`config.mk`:
```
export PLATFORM = sky130hd
export DESIGN_NAME = mem_arbiter
export DESIGN_NICKNAME = d
export VERILOG_FILES = /design/src/rtl/mem_arb_pkg.sv /design/src/rtl/arb_wdog.sv /design/src/rtl/mem_arbiter.sv
export SDC_FILE = /design/constraint.sdc
export NUM_CORES = 1
export LEC_CHECK = 0
export CELL_PAD_IN_SITES_DETAIL_PLACEMENT = 1
export CELL_PAD_IN_SITES_GLOBAL_PLACEMENT = 1
export CORE_MARGIN = 8
export CORE_UTILIZATION = 19
export CTS_CLUSTER_SIZE = 40
export DETAILED_ROUTE_END_ITERATION = 6
export PLACE_DENSITY_LB_ADDON = 0.1
export SLEW_MARGIN = 10
export SYNTH_ARGS = -nofsm -noshare
export SYNTH_HDL_FRONTEND = slang
export SYNTH_SLANG_ARGS = --single-unit
```
`constraint.sdc`:
```
create_clock -name clk -period 2.4 [get_ports clk]
set_input_delay 0.36 -clock clk [delete_from_list [all_inputs] [get_ports clk]]
set_output_delay 0.36 -clock clk [all_outputs]
set_load 0.02 [all_outputs]
```
`src/rtl/mem_arb_pkg.sv`:
```
// Shared types and defaults for the two-requester memory arbiter.
package mem_arb_pkg;

    typedef enum logic [1:0] {
        IDLE  = 2'd0,
        OWN_I = 2'd1,
        OWN_D = 2'd2
    } arb_state_t;

    typedef enum logic {
        OWNER_I = 1'b0,
        OWNER_D = 1'b1
    } owner_t;

    localparam int TIMEOUT_DEF = 16;
    localparam int WDOG_W      = 5;

endpackage

```
`src/rtl/arb_wdog.sv`:
```
// Ownership watchdog: counts owned cycles, saturates, flags expiry.
module arb_wdog
    import mem_arb_pkg::*;
#(
    parameter int TIMEOUT = TIMEOUT_DEF
) (
    input  logic clk,
    input  logic rst,
    input  logic clr,
    input  logic en,
    output logic expired
);

    localparam logic [WDOG_W-1:0] LIMIT = WDOG_W'(TIMEOUT - 1);

    logic [WDOG_W-1:0] count;

    always_ff @(posedge clk or posedge rst) begin
        if (rst) begin
            count <= '0;
        end else if (clr) begin
            count <= '0;
        end else if (en && count != '1) begin
            count <= count + 1'b1;
        end
    end

    assign expired = (count >= LIMIT);

endmodule

```
`src/rtl/mem_arbiter.sv`:
```
// Round-robin I/D cache memory arbiter with watchdog and strobe checks.
module mem_arbiter
    import mem_arb_pkg::*;
#(
    parameter int TIMEOUT = TIMEOUT_DEF,
    parameter int AW      = 16,
    parameter int DW      = 16
) (
    input  logic          clk,
    input  logic          rst,
    input  logic          i_req,
    input  logic          d_req,
    input  logic          i_rd,
    input  logic          i_wr,
    input  logic          d_rd,
    input  logic          d_wr,
    input  logic [AW-1:0] i_addr,
    input  logic [AW-1:0] d_addr,
    input  logic [DW-1:0] i_data,
    input  logic [DW-1:0] d_data,
    input  logic          i_release,
    input  logic          d_release,
    output logic          i_gnt,
    output logic          d_gnt,
    output logic          mem_rd,
    output logic          mem_wr,
    output logic [AW-1:0] mem_addr,
    output logic [DW-1:0] mem_data_in,
    output logic          err
);

    arb_state_t state, next_state;
    owner_t     last_owner;

    logic          own_req, own_rd, own_wr, own_rel;
    logic [AW-1:0] own_addr;
    logic [DW-1:0] own_data;
    logic          owned, done, illegal, expired, timeout;

    always_comb begin
        own_req  = 1'b0;
        own_rd   = 1'b0;
        own_wr   = 1'b0;
        own_rel  = 1'b0;
        own_addr = '0;
        own_data = '0;
        unique case (state)
            OWN_I: begin
                own_req  = i_req;
                own_rd   = i_rd;
                own_wr   = i_wr;
                own_rel  = i_release;
                own_addr = i_addr;
                own_data = i_data;
            end
            OWN_D: begin
                own_req  = d_req;
                own_rd   = d_rd;
                own_wr   = d_wr;
                own_rel  = d_release;
                own_addr = d_addr;
                own_data = d_data;
            end
            default: ;
        endcase
    end

    assign owned   = (state != IDLE);
    assign done    = owned && (own_rel || !own_req);
    assign illegal = owned && own_rd && own_wr;
    // Release beats a coincident timeout, so no error in that case.
    assign timeout = owned && expired && !done;

    always_comb begin
        next_state = state;
        unique case (state)
            IDLE: begin
                if (i_req && d_req) begin
                    next_state = (last_owner == OWNER_D) ? OWN_I : OWN_D;
                end else if (i_req) begin
                    next_state = OWN_I;
                end else if (d_req) begin
                    next_state = OWN_D;
                end
            end
            OWN_I, OWN_D: begin
                if (done || expired) begin
                    next_state = IDLE;
                end
            end
            default: next_state = IDLE;
        endcase
    end

    always_ff @(posedge clk or posedge rst) begin
        if (rst) begin
            state      <= IDLE;
            last_owner <= OWNER_D;
            err        <= 1'b0;
        end else begin
            state <= next_state;
            err   <= illegal || timeout;
            if (state == IDLE && next_state == OWN_I) begin
                last_owner <= OWNER_I;
            end else if (state == IDLE && next_state == OWN_D) begin
                last_owner <= OWNER_D;
            end
        end
    end

    arb_wdog #(
        .TIMEOUT(TIMEOUT)
    ) u_wdog (
        .clk    (clk),
        .rst    (rst),
        .clr    (!owned),
        .en     (owned),
        .expired(expired)
    );

    assign i_gnt       = (state == OWN_I);
    assign d_gnt       = (state == OWN_D);
    assign mem_rd      = own_rd && !own_wr;
    assign mem_wr      = own_wr && !own_rd;
    assign mem_addr    = own_addr;
    assign mem_data_in = own_data;

endmodule

```
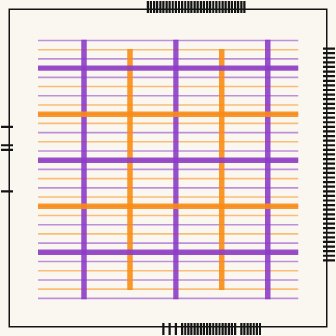
**Above:** power grid.
Pins as bars on the die edge.
| colour | net |
|---|---|
| orange | VDD |
| purple | VSS |
rows: 28
met4 straps: 5
met5 straps: 5
signal pins: 111
met1 rails: 29
die boundary height: 93.3 microns
Core Area: 0.00585 sq mm
Peak VDD IR: 0.000534 V
width of the chip: 93.3 microns

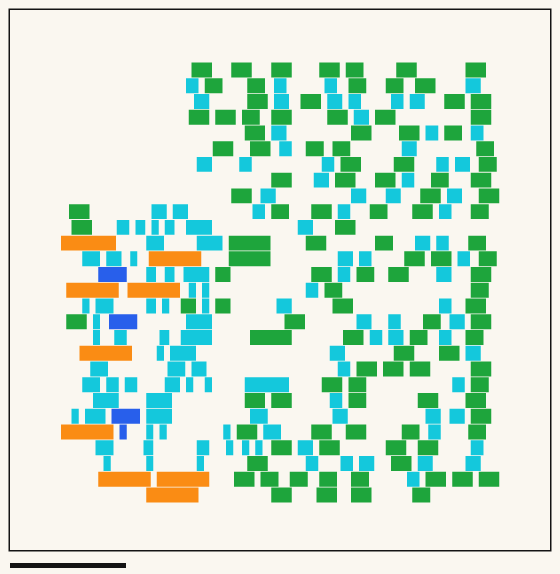
**Above:** cells coloured by class.
The bar under the picture is 20 microns long.
| colour | class | cells | share of their area |
|---|---|---|---|
| blue | clock drivers and dummy loads | 4 | 2.0% |
| cyan | all other logic | 123 | 38% |
| green | other buffers and delay cells | 116 | 50% |
| orange | flops | 9 | 10% |

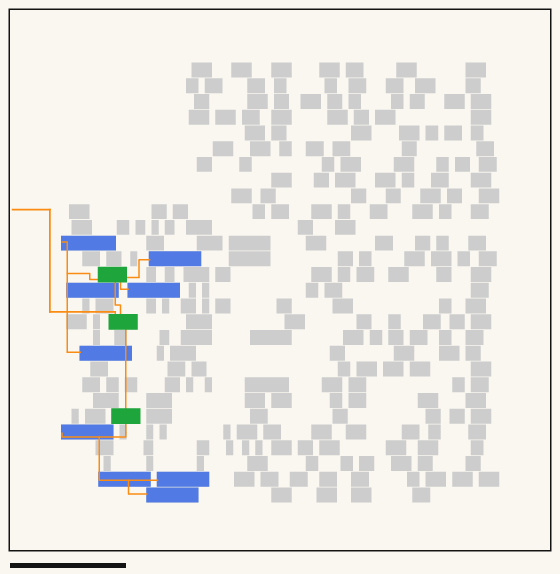
**Above:** clock wires, drivers and flops.
The bar under the picture is 20 microns long.
[green] cells driving clock nets | count: 3
[orange] clock wires | length: 153 microns
[blue] flip-flops | count: 9
routed clock nets: 4

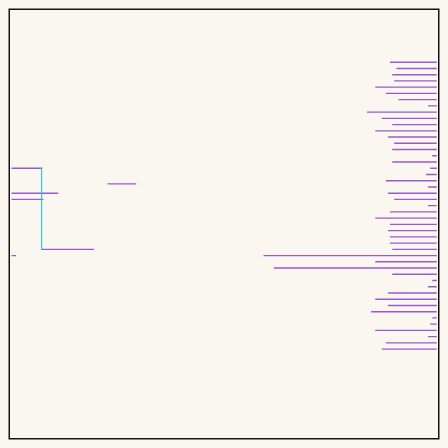
**Above:** wiring by layer.
Only two layers are drawn.
| colour | layer | wire length |
|---|---|---|
| purple | met3 | 493 microns |
| cyan | met4 | 17.7 microns |

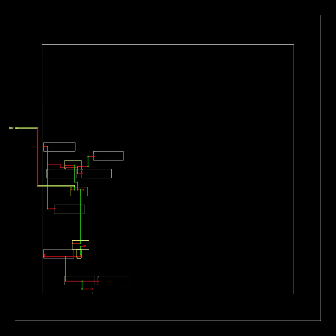
**Above:** clock routing.
Final Skew: 0.000500 ns
sequential cell count: 9
clock buffer count in the final layout: 4

==> stage by stage <==
step           hold WS [ns]  cell area, sq um  setup WS, ns
2_1_floorplan         0.187              1140         0.348
3_3_place_gp          0.520              2350         0.146
3_5_place_dp          0.522              2350         0.125
4_1_cts               0.404              2360         0.146
5_1_grt               0.460              2360        0.0469
6_report              0.399              2360         0.166
==> registers in the layout, indices dropped and copies added, names as in the netlist <==
signal / count
err: 1
last_owner: 1
state: 2
u_wdog.count: 5
==> logic make-up (layout without fill, tap and decap cells) <==
kind of cell	Yosys count	count (layout)	share of synthesized area
AND/OR/NAND/NOR	57	57	0.278
AND-OR/OR-AND	50	50	0.345
buffers and inverters	18	125	0.0694
flip-flops	9	9	0.199
adder cells (fa/ha/maj)	7	7	0.0771
XOR/XNOR	3	3	0.0231
multiplexers	1	1	0.00881
==> cell type report <==
cell class | instances | area [sq um]
Clock buffer | 4 | 45.0
Fill cell | 686 | 3490
Inverter | 5 | 18.8
Multi-Input combinational cell | 118 | 833
Sequential cell | 9 | 226
Tap cell | 75 | 93.8
Timing Repair Buffer | 116 | 1140
==> routing by layer <==
layer / wire length (microns) / track usage
met1: 2380 / 0.162
met2: 2700 / 0.204
met3: 493 / 0.0232
met4: 17 / 0.0242
met5: 0 / 0
==> power by group <==
part | switching (mW) | leakage (nW) | internal (mW)
combinational | 0.803 | 0.894 | 0.726
sequential | 0.0363 | 0.118 | 0.194
clock | 0.0570 | 0.0228 | 0.115
==> cell usage in the layout (no fill, tap or decap), types with 4 or more instances in the layout <==
master	synthesis	layout
sky130_fd_sc_hd__clkdlybuf4s50_1	0	76
sky130_fd_sc_hd__a21oi_1	5	5
sky130_fd_sc_hd__inv_1	4	4
sky130_fd_sc_hd__dfrtp_1	8	8
sky130_fd_sc_hd__a22oi_1	32	32
sky130_fd_sc_hd__ha_1	7	6
sky130_fd_sc_hd__nor2_1	11	11
sky130_fd_sc_hd__nand2_1	6	6
sky130_fd_sc_hd__dlygate4sd2_1	0	34
sky130_fd_sc_hd__nor2b_1	33	33
==> worst reg2reg max path: cells and delay by family, from the launching register on <==
| family | cells | cell delay [ns] |
|---|---|---|
| adder cells (fa/ha/maj) | 2 | 0.41 |
| AND-OR/OR-AND | 3 | 0.51 |
| AND/OR/NAND/NOR | 3 | 0.52 |
| flip-flops | 1 | 0.42 |
==> final timing paths <==
| kind | startpoint | endpoint | cells after the start |
|---|---|---|---|
| setup / recovery | state[0] | mem_wr | 7 |
| max in group asynchronous | rst | last_owner | 2 |
| min in group clk | last_owner | last_owner | 1 |
| hold reg to reg | last_owner | last_owner | 1 |
| hold / removal | rst | u_wdog.count[2] | 2 |
| setup reg to reg | u_wdog.count[0] | last_owner | 8 |
==> repair_timing <==
item | 4_1_cts | 5_1_grt
hold buffers | 0 | 0
resized | 35 | 0
setup endpoints to repair | 34 | 0
==> ds_physical_params.txt <==
Table: implementation figures

Parameter                              Value

Yosys
  Count of flip-flops with a built-in enable after synthesis .................. 0
  Number of warning messages in the yosys log .................. 0
  Count of mapped cells out of synthesis .................. 145
  Number of nets produced by synthesis .................. 226
  Most common cell in the netlist .................. sky130_fd_sc_hd__nor2b_1
  Cell count listed in synth_stat.txt .................. 145
  Yosys chip area .................. 0.00114 sq mm
  Dominant synthesized flop cell .................. sky130_fd_sc_hd__dfrtp_1
  Flip-flop and latch count after synthesis .................. 9
  Top cell types by occurrence after synthesis .................. sky130_fd_sc_hd__nor2b_1, sky130_fd_sc_hd__a22oi_1, sky130_fd_sc_hd__nor2_1, sky130_fd_sc_hd__dfrtp_1, sky130_fd_sc_hd__ha_1
  Post-synth top area share .................. 0.211
  Sequential cell area fraction in the yosys report .................. 0.199
  Distinct cells, synth .................. 35
  Fraction of registers with async set/reset .................. 1.00
  Cell types occupying the most area after synthesis .................. sky130_fd_sc_hd__a22oi_1, sky130_fd_sc_hd__nor2b_1, sky130_fd_sc_hd__dfrtp_1
  Synth Cell Area .................. 0.00114 sq mm
  Post-Syn Area per Cell .................. 7.84 sq um
  Area leader, netlist .................. sky130_fd_sc_hd__a22oi_1

Die
  Starting utilization of the core area .................. 0.194
  Area of the die .................. 0.00871 sq mm
  Number of rows in the core area .................. 28
  Count of boundary I/O pins .................. 111

CTS
  CTS tree .................. yes
  Level count of the clock H-tree .................. 1
  Maximum buffer depth of the clock tree .................. 2
  Worst-skew pair later-pin latency .................. 0.23 ns
  Post CTS Setup Buffer Count .................. 0
  Clock slew at the register clock pins of the worst setup and hold paths .................. 0.04 ns
  # clock sinks .................. 9
  Clock tree root driver cell .................. sky130_fd_sc_hd__clkbuf_8
  Number of buffers inserted during clock tree synthesis .................. 3

Setup path
  Cell chain of the critical path .................. inv_1, ha_1, buf_12, a22o_1, nand2_1, nor2_1, dlygate4sd2_1
  Largest stage delay on the critical path .................. 0.39 ns
  Bufs and invs on worst path .................. 3
  Crit path kind .................. flip-flop to output pin
  Largest fanout on the critical path .................. 37
  Largest delay share family, worst path .................. buffers and inverters
  Endpoint class of the critical path .................. output pin
  Standard cell with the maximum stage delay on the critical path .................. sky130_fd_sc_hd__dfrtp_1
  CP Data Arrival Time .................. 1.87 ns
  Launching element type of the critical path .................. flip-flop
  Worst-case register-to-register setup slack .................. 0.46 ns

Pwr
  Leak .................. 1.04 nW
  Power per unit of standard cell area .................. 819 mW/mm^2
  Overall power consumption .................. 1.93 mW

Routing
  Overall routed net length .................. 5590 microns
  Post-detailed-route DRC marker count .................. 0
  Post-detailed-route via-to-cell ratio .................. 4.43
  Remaining antenna violation count .................. 0
  Average wire per standard cell .................. 17.1 microns
  First-pass iteration count of the detailed router .................. 4
  Vias .................. 1450
  Initial DRC count .................. 66

Final layout
  Final nets .................. 334
  Final core occ .................. 0.403
  Ant. Diodes .................. 0
  Area overhead of the layout relative to synthesis .................. 108%
  Tally of non-filler cells in the final layout .................. 327
  Ratio of cells with drive above 1 in the final layout .................. 0.0675

Final timing
  Total negative setup slack .................. 0 ns
  Count of endpoints failing hold in the final timing report .................. 0
  Final number of setup-violating endpoints .................. 0
  Time the worst path needs with I/O delays and setup .................. 2.23 ns
  Count of pins over their slew limit .................. 0
  Ratio of final minimum period to clock period .................. 0.931
  Upper clock frequency limit .................. 448 MHz
  Actual slew at the worst max-slew pin .................. 0.359 ns
  RSZ-0062 raised after global routing .................. false

Global route
  Largest net degree at the start of global routing .................. 38
  Via count of the first global-routing pass .................. 1449
  Total GRT Usage .................. 0.123
  Overflow left after global routing .................. 0
  Initial antenna violation count .................. 0
  Wire length of the first global-routing pass .................. 8710 microns

Run
  Max-capacitance violation count .................. 0
  Count of tool warnings .................. 30

Min path
  Hold crit path type .................. input port to asynchronous set/reset pin

Run status
  Outcome .................. finished clean

Placed design
  Final HPWL from detailed placement .................. 4480 microns
  Placer Congestion .................. 0.746
  Port buffer count .................. 110
  Number of placed cells counting well taps .................. 323
Power figures rest on the tool's default switching activity, not on a simulated workload.
